--- src/rtl/mem_c_pkg.sv ---
// Shared widths and FSM state type for the Mem C result-writer slice.
package mem_c_pkg;

  localparam int ADDR_W = 11;
  localparam int DATA_W = 256;
  localparam int ELEM_W = 32;
  localparam int LEN_W  = 15;
  localparam int LANES  = DATA_W / ELEM_W;

  typedef enum logic [1:0] {
    ST_IDLE  = 2'd0,
    ST_FILL  = 2'd1,
    ST_FLUSH = 2'd2,
    ST_DONE  = 2'd3
  } mem_c_wr_state_t;

endpackage

--- src/rtl/mem_c_lane_packer.sv ---
// Packs ELEM_W elements into a DATA_W word, lane 0 in the low bits.
module mem_c_lane_packer #(
  parameter int DATA_W = mem_c_pkg::DATA_W,
  parameter int ELEM_W = mem_c_pkg::ELEM_W
) (
  input  logic              clk,
  input  logic              reset,
  input  logic              i_clear,
  input  logic              i_push,
  input  logic [ELEM_W-1:0] i_data,
  output logic              word_full,
  output logic [DATA_W-1:0] packed_word
);

  localparam int NLANES = DATA_W / ELEM_W;
  localparam int LANE_W = (NLANES > 1) ? $clog2(NLANES) : 1;

  logic [LANE_W-1:0] r_lane;
  logic [DATA_W-1:0] r_acc;
  logic              w_last_lane;

  assign w_last_lane = (r_lane == LANE_W'(NLANES - 1));
  assign word_full   = i_push & w_last_lane;

  // Includes the element being pushed this cycle so a completing word can be captured directly.
  always_comb begin
    packed_word = r_acc;
    if (i_push) begin
      packed_word[int'(r_lane) * ELEM_W +: ELEM_W] = i_data;
    end
  end

  always_ff @(posedge clk) begin
    if (reset || i_clear) begin
      r_lane <= '0;
      r_acc  <= '0;
    end else if (i_push) begin
      if (w_last_lane) begin
        r_lane <= '0;
        r_acc  <= '0;
      end else begin
        r_lane <= r_lane + LANE_W'(1);
        r_acc  <= packed_word;
      end
    end
  end

endmodule

--- src/rtl/mem_c_stream_writer.sv ---
// Avalon-MM write master packing a 32-bit element stream into 256-bit Mem C words.
// Optional MEM_C_WRITER_PERF_EN adds a perf_cycles busy-cycle counter output.
module mem_c_stream_writer #(
  parameter int ADDR_W = mem_c_pkg::ADDR_W,
  parameter int DATA_W = mem_c_pkg::DATA_W,
  parameter int ELEM_W = mem_c_pkg::ELEM_W,
  parameter int LEN_W  = mem_c_pkg::LEN_W
) (
  input  logic                clk,
  input  logic                reset,
  input  logic                cmd_valid,
  output logic                cmd_ready,
  input  logic [ADDR_W-1:0]   cmd_base,
  input  logic [LEN_W-1:0]    cmd_len,
  input  logic                in_valid,
  output logic                in_ready,
  input  logic [ELEM_W-1:0]   in_data,
  output logic                busy,
  output logic                done,
  output logic [ADDR_W-1:0]   address2,
  output logic                chipselect2,
  output logic                write2,
  output logic [DATA_W-1:0]   writedata2,
  output logic [DATA_W/8-1:0] byteenable2,
  output logic                clken2
`ifdef MEM_C_WRITER_PERF_EN
  ,
  output logic [31:0]         perf_cycles
`endif
);

  import mem_c_pkg::*;

  mem_c_wr_state_t   r_state;
  logic [ADDR_W-1:0] r_base;
  logic [ADDR_W-1:0] r_word_idx;
  logic [LEN_W-1:0]  r_len;
  logic [LEN_W-1:0]  r_elem_cnt;
  logic              r_wr_pend;
  logic [ADDR_W-1:0] r_wr_addr;
  logic [DATA_W-1:0] r_wr_data;

  logic              w_run;
  logic              w_cmd_acc;
  logic              w_push;
  logic              w_last;
  logic              w_clear;
  logic              w_word_full;
  logic [DATA_W-1:0] w_packed;
  logic              w_wr;

  assign w_run     = ~reset;
  assign w_cmd_acc = (r_state == ST_IDLE) & cmd_valid;
  assign w_push    = (r_state == ST_FILL) & in_valid;
  assign w_last    = w_push & ((r_elem_cnt + LEN_W'(1)) == r_len);
  assign w_clear   = w_cmd_acc | w_last;

  mem_c_lane_packer #(
    .DATA_W (DATA_W),
    .ELEM_W (ELEM_W)
  ) u_packer (
    .clk         (clk),
    .reset       (reset),
    .i_clear     (w_clear),
    .i_push      (w_push),
    .i_data      (in_data),
    .word_full   (w_word_full),
    .packed_word (w_packed)
  );

  always_ff @(posedge clk) begin
    if (reset) begin
      r_state    <= ST_IDLE;
      r_base     <= '0;
      r_len      <= '0;
      r_elem_cnt <= '0;
      r_word_idx <= '0;
      r_wr_pend  <= 1'b0;
      r_wr_addr  <= '0;
      r_wr_data  <= '0;
    end else begin
      r_wr_pend <= 1'b0;
      case (r_state)
        ST_IDLE: begin
          if (cmd_valid) begin
            r_base     <= cmd_base;
            r_len      <= cmd_len;
            r_elem_cnt <= '0;
            r_word_idx <= '0;
            r_state    <= (cmd_len == '0) ? ST_DONE : ST_FILL;
          end
        end
        ST_FILL: begin
          if (in_valid) begin
            r_elem_cnt <= r_elem_cnt + LEN_W'(1);
            if (w_word_full || w_last) begin
              r_wr_pend  <= 1'b1;
              r_wr_addr  <= r_base + r_word_idx;
              r_wr_data  <= w_packed;
              r_word_idx <= r_word_idx + ADDR_W'(1);
            end
            if (w_last) begin
              r_state <= ST_FLUSH;
            end
          end
        end
        ST_FLUSH: r_state <= ST_DONE;
        ST_DONE:  r_state <= ST_IDLE;
        default:  r_state <= ST_IDLE;
      endcase
    end
  end

  // Outputs are held low while reset is high, so a write scheduled for the reset cycle never strobes.
  assign w_wr        = w_run & r_wr_pend;
  assign cmd_ready   = w_run & (r_state == ST_IDLE);
  assign in_ready    = w_run & (r_state == ST_FILL);
  assign busy        = w_run & (r_state != ST_IDLE);
  assign done        = w_run & (r_state == ST_DONE);
  assign address2    = w_run ? r_wr_addr : '0;
  assign writedata2  = w_run ? r_wr_data : '0;
  assign chipselect2 = w_wr;
  assign write2      = w_wr;
  assign byteenable2 = {(DATA_W/8){w_wr}};
  assign clken2      = w_run;

`ifdef MEM_C_WRITER_PERF_EN
  logic [31:0] r_perf_cycles;

  always_ff @(posedge clk) begin
    if (reset) begin
      r_perf_cycles <= '0;
    end else if (w_cmd_acc) begin
      r_perf_cycles <= '0;
    end else if (r_state != ST_IDLE) begin
      r_perf_cycles <= r_perf_cycles + 32'd1;
    end
  end

  assign perf_cycles = r_perf_cycles;
`endif

endmodule

--- config.mk ---
export PLATFORM = sky130hd
export DESIGN_NAME = mem_c_stream_writer
export DESIGN_NICKNAME = d
export VERILOG_FILES = /design/src/rtl/mem_c_pkg.sv /design/src/rtl/mem_c_lane_packer.sv /design/src/rtl/mem_c_stream_writer.sv
export SDC_FILE = /design/constraint.sdc
export NUM_CORES = 1
export LEC_CHECK = 0
export ABC_CLOCK_PERIOD_IN_PS = 2900
export CORE_MARGIN = 3
export CORE_UTILIZATION = 45
export DETAILED_ROUTE_END_ITERATION = 8
export GPL_ROUTABILITY_DRIVEN = 0
export PLACE_DENSITY = 0.7
export SYNTH_ARGS = -nofsm -noshare
export SYNTH_HDL_FRONTEND = slang
export SYNTH_SLANG_ARGS = --single-unit
--- constraint.sdc ---
create_clock -name clk -period 2.9 [get_ports clk]
set_input_delay 0.58 -clock clk [delete_from_list [all_inputs] [get_ports clk]]
set_output_delay 0.58 -clock clk [all_outputs]
set_load 0.03 [all_outputs]
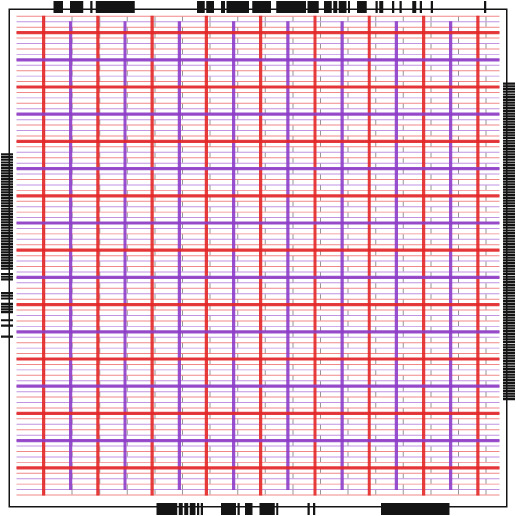
**Above:** run 1 (power grid).
Scale: 2 px per um. Pins as bars on the die edge. Tap cells in gray.
[VSS] red
[VDD] purple
met4 straps: 17
rows: 88

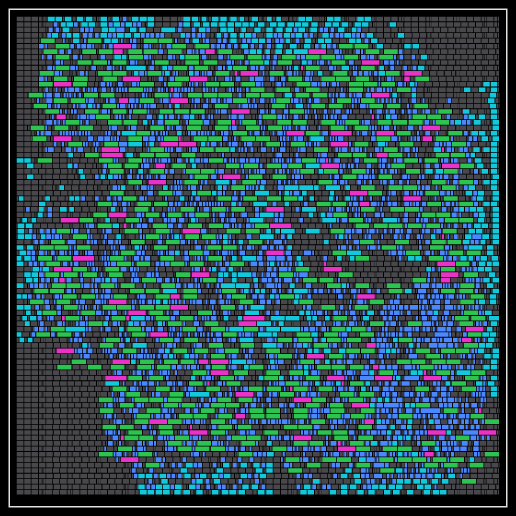
**Above:** run 1 (placement by cell class).
Scale: 2 px per um. Fill, decap, tap and diode cells in gray.
[sequential cells] green | cells: 581
[clock drivers and dummy loads] magenta | cells: 108
[remaining buffers and delay cells] cyan | cells: 583
[combinational and other logic] blue | cells: 2361
final std cell area, no fill: 33700 sq um
number of placement rows: 88
Final Util: 58.2%
flip-flop and latch share of the layout cell area: 34.6%
core region area: 57800 sq um

==> metrics.json, run 1 <==
{
  "enable_flop_cells": 0,
  "area_of_the_chip_sq_um": 61500,
  "grt_pass1_wl_mm": 134,
  "grt_antenna_before_repair": 2,
  "register_area_sq_um": 11600,
  "ctsHtreeMaxLevel": 2,
  "max_cap_violations": 0,
  "result_of_the_run": "complete, no violations",
  "seqPwrFrac_pct": 43.7,
  "timing_max_transition_violations_final": 0,
  "worstSetupStartpointType": "register",
  "design.seq.count": 581,
  "synthCells": 3316,
  "area_leaders": "sky130_fd_sc_hd__dfxtp_1 44%, sky130_fd_sc_hd__nor2_1 11%, sky130_fd_sc_hd__nor2b_1 6.5%, sky130_fd_sc_hd__a32oi_1 6.0%, sky130_fd_sc_hd__a211oi_1 5.6%",
  "fp_nets": 3402,
  "layout_top_cells_excl_fill_tap": "737 x sky130_fd_sc_hd__nor2_1, 580 x sky130_fd_sc_hd__dfxtp_1, 322 x sky130_fd_sc_hd__clkdlybuf4s50_1",
  "final_layout_size_suffix_gt1_share_pct": 11.1,
  "warning_count": 33,
  "synth.mux.area_fraction_pct": 0.157,
  "floorplanUtilization_pct": 45.6,
  "r2r_slack_ps": 110,
  "power.leakage_nw": 11.1,
  "dominant_power_group": "registers",
  "synth.yosys.num_cells": 3316,
  "max_freq_mhz": 358,
  "crit_fanout": 22,
  "die_height_um": 248,
  "path_common_cell": "sky130_fd_sc_hd__nand4_4",
  "critPathBufInv": 2,
  "clockBufferDepth": 3,
  "min_path_type": "input port to register",
  "min_delay_path_depth": 2,
  "buffers": 583,
  "switching_power_mw": 5.13,
  "post-dp-hpwl_mm": 61.5,
  "tightestPinTransition_ps": 1050
}
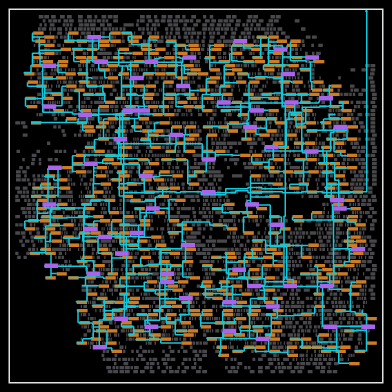
**Above:** run 1 (clock wires, drivers and flops).
Scale: 1.5 px per um.
[flip-flops] orange | count: 581
[clock drivers] purple | count: 60
[clock wires] cyan | length: 7100 um
flops lie: all over the die
routed clock nets: 61
portion of total power attributed to the clock network: 42.0%
clock group total power: 7.97 mW
Final Skew: 22.3 ps
later-pin clock latency in the skew report: 630 ps

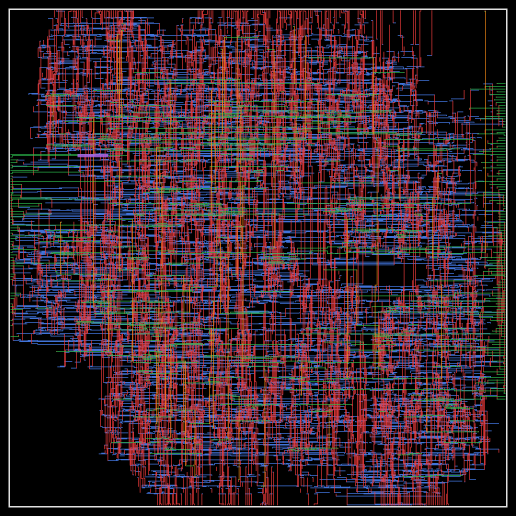
**Above:** run 1 (signal wires by layer).
Scale: 2 px per um.
[metal 3] green | wire length: 7270 um
[metal 2] red | wire length: 40.5 mm
[metal 1] blue | wire length: 38.4 mm
[metal 5] purple | wire length: 13.8 um
[metal 4] orange | wire length: 2600 um
overall routed net length: 88.8 mm
DR vias: 24900
Global Route Usage Sum: 27.7%
routed length per placed instance: 20.2 um

## run 1: per-stage QoR
stage / instances / hold WS [ps] / cell area (sq um) / setup WS [ps]
2_1_floorplan: 3316 / 427 / 26300 / 299
3_3_place_gp: 4288 / 437 / 31500 / -24.5
3_5_place_dp: 4288 / 443 / 31500 / -97.9
4_1_cts: 4396 / 296 / 33500 / 1.29
5_1_grt: 4398 / 335 / 33700 / -29.1
6_report: 4399 / 327 / 33700 / 108
## run 1: registers in the layout (all words and copies together), names as in the netlist
register,flops
r_base,11
r_elem_cnt,15
r_len,15
r_state,2
r_word_idx,11
r_wr_addr,11
r_wr_data,256
r_wr_pend,1
u_packer.r_acc,256
u_packer.r_lane,3
## run 1: worst reg2reg max path, cell delays in order (launching register included)
cell and delay (ps):
sky130_fd_sc_hd__dfxtp_2 350, sky130_fd_sc_hd__ha_2 210, sky130_fd_sc_hd__nand4_4 190, sky130_fd_sc_hd__or3_1 400, sky130_fd_sc_hd__a32oi_1 200, sky130_fd_sc_hd__and4_2 320, sky130_fd_sc_hd__nand4_4 160, sky130_fd_sc_hd__nand2_8 160
sky130_fd_sc_hd__buf_16 190, sky130_fd_sc_hd__buf_4 220, sky130_fd_sc_hd__nor2_1 70, sky130_fd_sc_hd__a211oi_1 220
## run 1: cells in the mapped netlist, types with 6 or more instances
library cell / n
sky130_fd_sc_hd__xor2_1: 7
sky130_fd_sc_hd__nor2b_1: 275
sky130_fd_sc_hd__nor3_1: 8
sky130_fd_sc_hd__nor2_1: 743
sky130_fd_sc_hd__dfxtp_1: 581
sky130_fd_sc_hd__buf_4: 47
sky130_fd_sc_hd__ha_1: 23
sky130_fd_sc_hd__a311oi_1: 67
sky130_fd_sc_hd__xnor2_1: 19
sky130_fd_sc_hd__a211oi_1: 197
sky130_fd_sc_hd__a21oi_1: 257
sky130_fd_sc_hd__nand2_1: 300
sky130_fd_sc_hd__buf_2: 67
sky130_fd_sc_hd__a22oi_1: 81
sky130_fd_sc_hd__a21o_1: 8
sky130_fd_sc_hd__nand3_1: 38
sky130_fd_sc_hd__o21ai_1: 6
sky130_fd_sc_hd__or3_1: 11
sky130_fd_sc_hd__and4_1: 8
sky130_fd_sc_hd__and2_1: 6
sky130_fd_sc_hd__a32oi_1: 179
sky130_fd_sc_hd__nand2b_1: 6
sky130_fd_sc_hd__clkbuf_1: 247
sky130_fd_sc_hd__o21ai_0: 19
sky130_fd_sc_hd__inv_1: 18
sky130_fd_sc_hd__nand4_1: 11
sky130_fd_sc_hd__buf_1: 13
sky130_fd_sc_hd__and3_1: 24
## run 1: kinds of logic (layout without fill, tap and decap cells)
group | Yosys count | in the layout
AOI/OAI and AO/OA | 835 | 835
xor gates and xnor gates | 26 | 26
adders and majority gates | 24 | 24
buffers and inverters | 392 | 709
DFF | 581 | 581
muxes | 4 | 4
other | 0 | 1
and+or+nand+nor | 1454 | 1454
## run 1: routing by layer
| layer | up-vias | track usage (%) | part of all wire, % |
|---|---|---|---|
| met5 | - | 0 | 0.015 |
| met4 | 2 | 8.62 | 2.9 |
| met3 | 128 | 4.82 | 8.2 |
| met2 | 965 | 44.2 | 46 |
| met1 | 11700 | 38.1 | 43 |
| li1 | 12100 | - | - |
==> run 2, diff against run 1 <==
--- a/config.mk
+++ b/config.mk
@@ -11,6 +11,8 @@
 export DETAILED_ROUTE_END_ITERATION = 8
 export GPL_ROUTABILITY_DRIVEN = 0
 export PLACE_DENSITY = 0.7
+export SLEW_MARGIN = 20
 export SYNTH_ARGS = -nofsm -noshare
 export SYNTH_HDL_FRONTEND = slang
 export SYNTH_SLANG_ARGS = --single-unit
+export TNS_END_PERCENT = 30
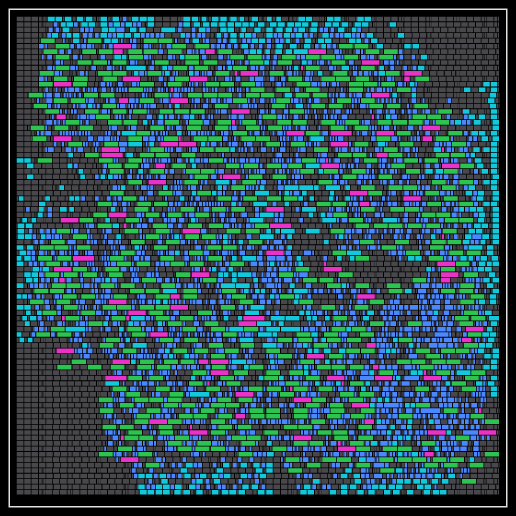
**Above:** run 2 (placement by cell class).
Scale: 2 px per um. Fill, decap, tap and diode cells in gray.
[sequential cells] green | cells: 581
[remaining buffers and delay cells] cyan | cells: 583
[combinational and other logic] blue | cells: 2361
[clock drivers and dummy loads] magenta | cells: 108

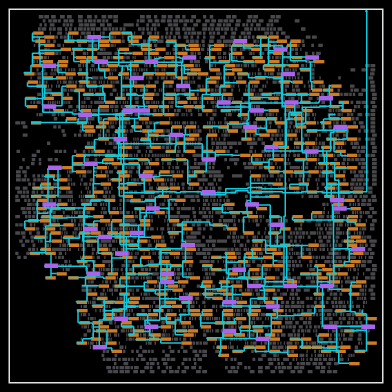
**Above:** run 2 (clock wires, drivers and flops).
Scale: 1.5 px per um.
[flip-flops] orange | count: 581
[clock wires] cyan | length: 7100 um
[clock drivers] purple | count: 60
flops lie: all over the die
routed clock nets: 61

==> metrics.json, run 2 <==
{
  "result_of_the_run": "complete, no violations",
  "synthCells": {"value": 3316, "change": "unchanged"},
  "routed_length_per_placed_instance": {"value": 20.2, "unit": "um", "change": "unchanged"},
  "layout_top_cells_excl_fill_tap": "737 x sky130_fd_sc_hd__nor2_1, 580 x sky130_fd_sc_hd__dfxtp_1, 322 x sky130_fd_sc_hd__clkdlybuf4s50_1",
  "clockBufferDepth": {"value": 3, "change": "unchanged"},
  "enable_flop_cells": {"value": 0, "change": "unchanged"},
  "ctsHtreeMaxLevel": {"value": 2, "change": "unchanged"},
  "largest_registers": "r_wr_data (256), u_packer.r_acc (256)",
  "synth.yosys.num_cells": {"value": 3316, "change": "unchanged"},
  "grt_pass1_wl": {"value": 134, "unit": "mm", "change": "unchanged"},
  "tightestPinTransition": {"value": 1050, "unit": "ps", "change": "unchanged"},
  "drt-total-wl": {"value": 88.8, "unit": "mm", "change": "unchanged"},
  "power.leakage": {"value": 11.1, "unit": "nW", "change": "unchanged"},
  "post-route-util": {"value": 58.2, "unit": "%", "change": "unchanged"},
  "grt.total_usage": {"value": 27.7, "unit": "%", "change": "unchanged"},
  "max_freq": {"value": 358, "unit": "MHz", "change": "unchanged"},
  "final_layout_size_suffix_gt1_share": {"value": 11.1, "unit": "%", "change": "unchanged"},
  "drtPass1Iterations": 6,
  "dp_cells": {"value": 4288, "change": "unchanged"},
  "worst_slew_slack_as_a_fraction_of_its_limit_pct": 29.6,
  "top_cell": "sky130_fd_sc_hd__nor2_1",
  "critPathBufInv": {"value": 2, "change": "unchanged"},
  "fp_nets": {"value": 3402, "change": "unchanged"},
  "r2r_slack": {"value": 110, "unit": "ps", "change": "about the same"},
  "timing_max_transition_violations_final": {"value": 0, "change": "unchanged"},
  "worst_hold_slack": {"value": 327, "unit": "ps", "change": "unchanged"},
  "switching_power": {"value": 5.13, "unit": "mW", "change": "unchanged"},
  "fp.coreArea": {"value": 57800, "unit": "sq um", "change": "unchanged"},
  "die_height": {"value": 248, "unit": "um", "change": "unchanged"},
  "seqPwrFrac": {"value": 43.7, "unit": "%", "change": "about the same"},
  "max_cap_violations": {"value": 0, "change": "unchanged"},
  "grt_antenna_before_repair": {"value": 2, "change": "unchanged"},
  "path_common_cell": "sky130_fd_sc_hd__nand4_4",
  "most_frequent_logic_cell_in_the_layout": "sky130_fd_sc_hd__nor2_1",
  "warning_count": {"value": 33, "change": "unchanged"},
  "crit_fanout": {"value": 22, "change": "unchanged"},
  "floorplanUtilization": {"value": 45.6, "unit": "%", "change": "unchanged"},
  "worstSetupStartpointType": "register",
  "clkPwrFrac": {"value": 42.0, "unit": "%", "change": "about the same"},
  "area_of_the_chip": {"value": 61500, "unit": "sq um", "change": "unchanged"},
  "clock-skew-final": {"value": 22.3, "unit": "ps", "change": "unchanged"},
  "dr_vias": {"value": 24900, "change": "unchanged"}
}
-- run 2: cell counts in the layout (fill, tap and decap cells not counted) --
Identical to the previous run, type by type.
-- run 2: worst register-to-register path, delay by kind of cell, from the launching register on --
| family | cells | cell delay [ps] |
|---|---|---|
| AND/OR/NAND/NOR | 6 | 1300 |
| AND-OR/OR-AND | 2 | 420 |
| flip-flops | 1 | 350 |
| buffers and inverters | 2 | 410 |
| adder cells (fa/ha/maj) | 1 | 210 |
-- run 2: timing repair --
| item | CTS | global route |
|---|---|---|
| endpoints found under the setup margin | 29 | 489 |
| pin swaps | 1 | 4 |
| setup buffers | 0 | 2 |
| gates resized | 3 | 26 |
| cloned | 0 | 0 |
| endpoints found under the hold margin | 0 | 0 |
-- run 2: power by group through the flow --
stage | clock network (mW) | logic, mW | registers (mW)
2_1_floorplan | 0 | 1.51 | 8.41
3_3_place_gp | 0 | 2.65 | 8.46
3_5_place_dp | 0 | 2.66 | 8.46
4_1_cts | 8.06 | 2.67 | 8.28
5_1_grt | 8.37 | 2.91 | 8.30
6_report | 7.97 | 2.72 | 8.28
-- run 2: layout make-up --
cell class	count	area [sq um]
inverters	18	67.6
clock inverters	20	273
repair buffers	583	5840
well taps	765	957
multi-input cells	2343	13100
clock buffers	88	1760
fillers	5189	24100
flip-flops and latches	581	11600
diodes	1	2.50
-- run 2: per-layer routing --
layer,share of wire [%],GRT usage (%)
met5,0.015,0
met3,8.2,4.82
met4,2.9,8.62
met2,46,44.2
met1,43,38.1
-- run 2: worst min-delay path by stage --
stage / cells past startpoint / to / from / slack [ps]
detailed placement: 2 / r_wr_addr[7] / r_wr_addr[7] / 440
CTS: 2 / r_word_idx[0] / reset / 300
finish: 2 / r_word_idx[0] / reset / 330
floorplan: 2 / r_wr_addr[0] / r_wr_addr[0] / 430
global placement: 2 / r_wr_addr[5] / r_wr_addr[5] / 440
global route: 2 / r_base[7] / reset / 330
-- run 2: cell families (layout without fill, tap and decap cells) --
kind of cell	count (synthesis)	after routing	share of synthesized area, %
other	0	1	0
AND-OR/OR-AND	835	835	22.4
adder cells (fa/ha/maj)	24	24	1.17
AND/OR/NAND/NOR	1454	1454	24.7
buffers and inverters	392	709	6.57
multiplexers	4	4	0.157
flip-flops	581	581	44.2
XOR/XNOR	26	26	0.864
-- run 2: through the flow --
step	setup WS (ps)	setup TNS, ps	area [sq um]
final	108	0	33700
after global routing	-29.1	-612	33700
after CTS	1.29	0	33500
after detailed placement	-97.9	-10660	31500
after global placement	-24.5	-279	31500
after floorplan	299	0	26300
Power is estimated from default activity; no workload was simulated.
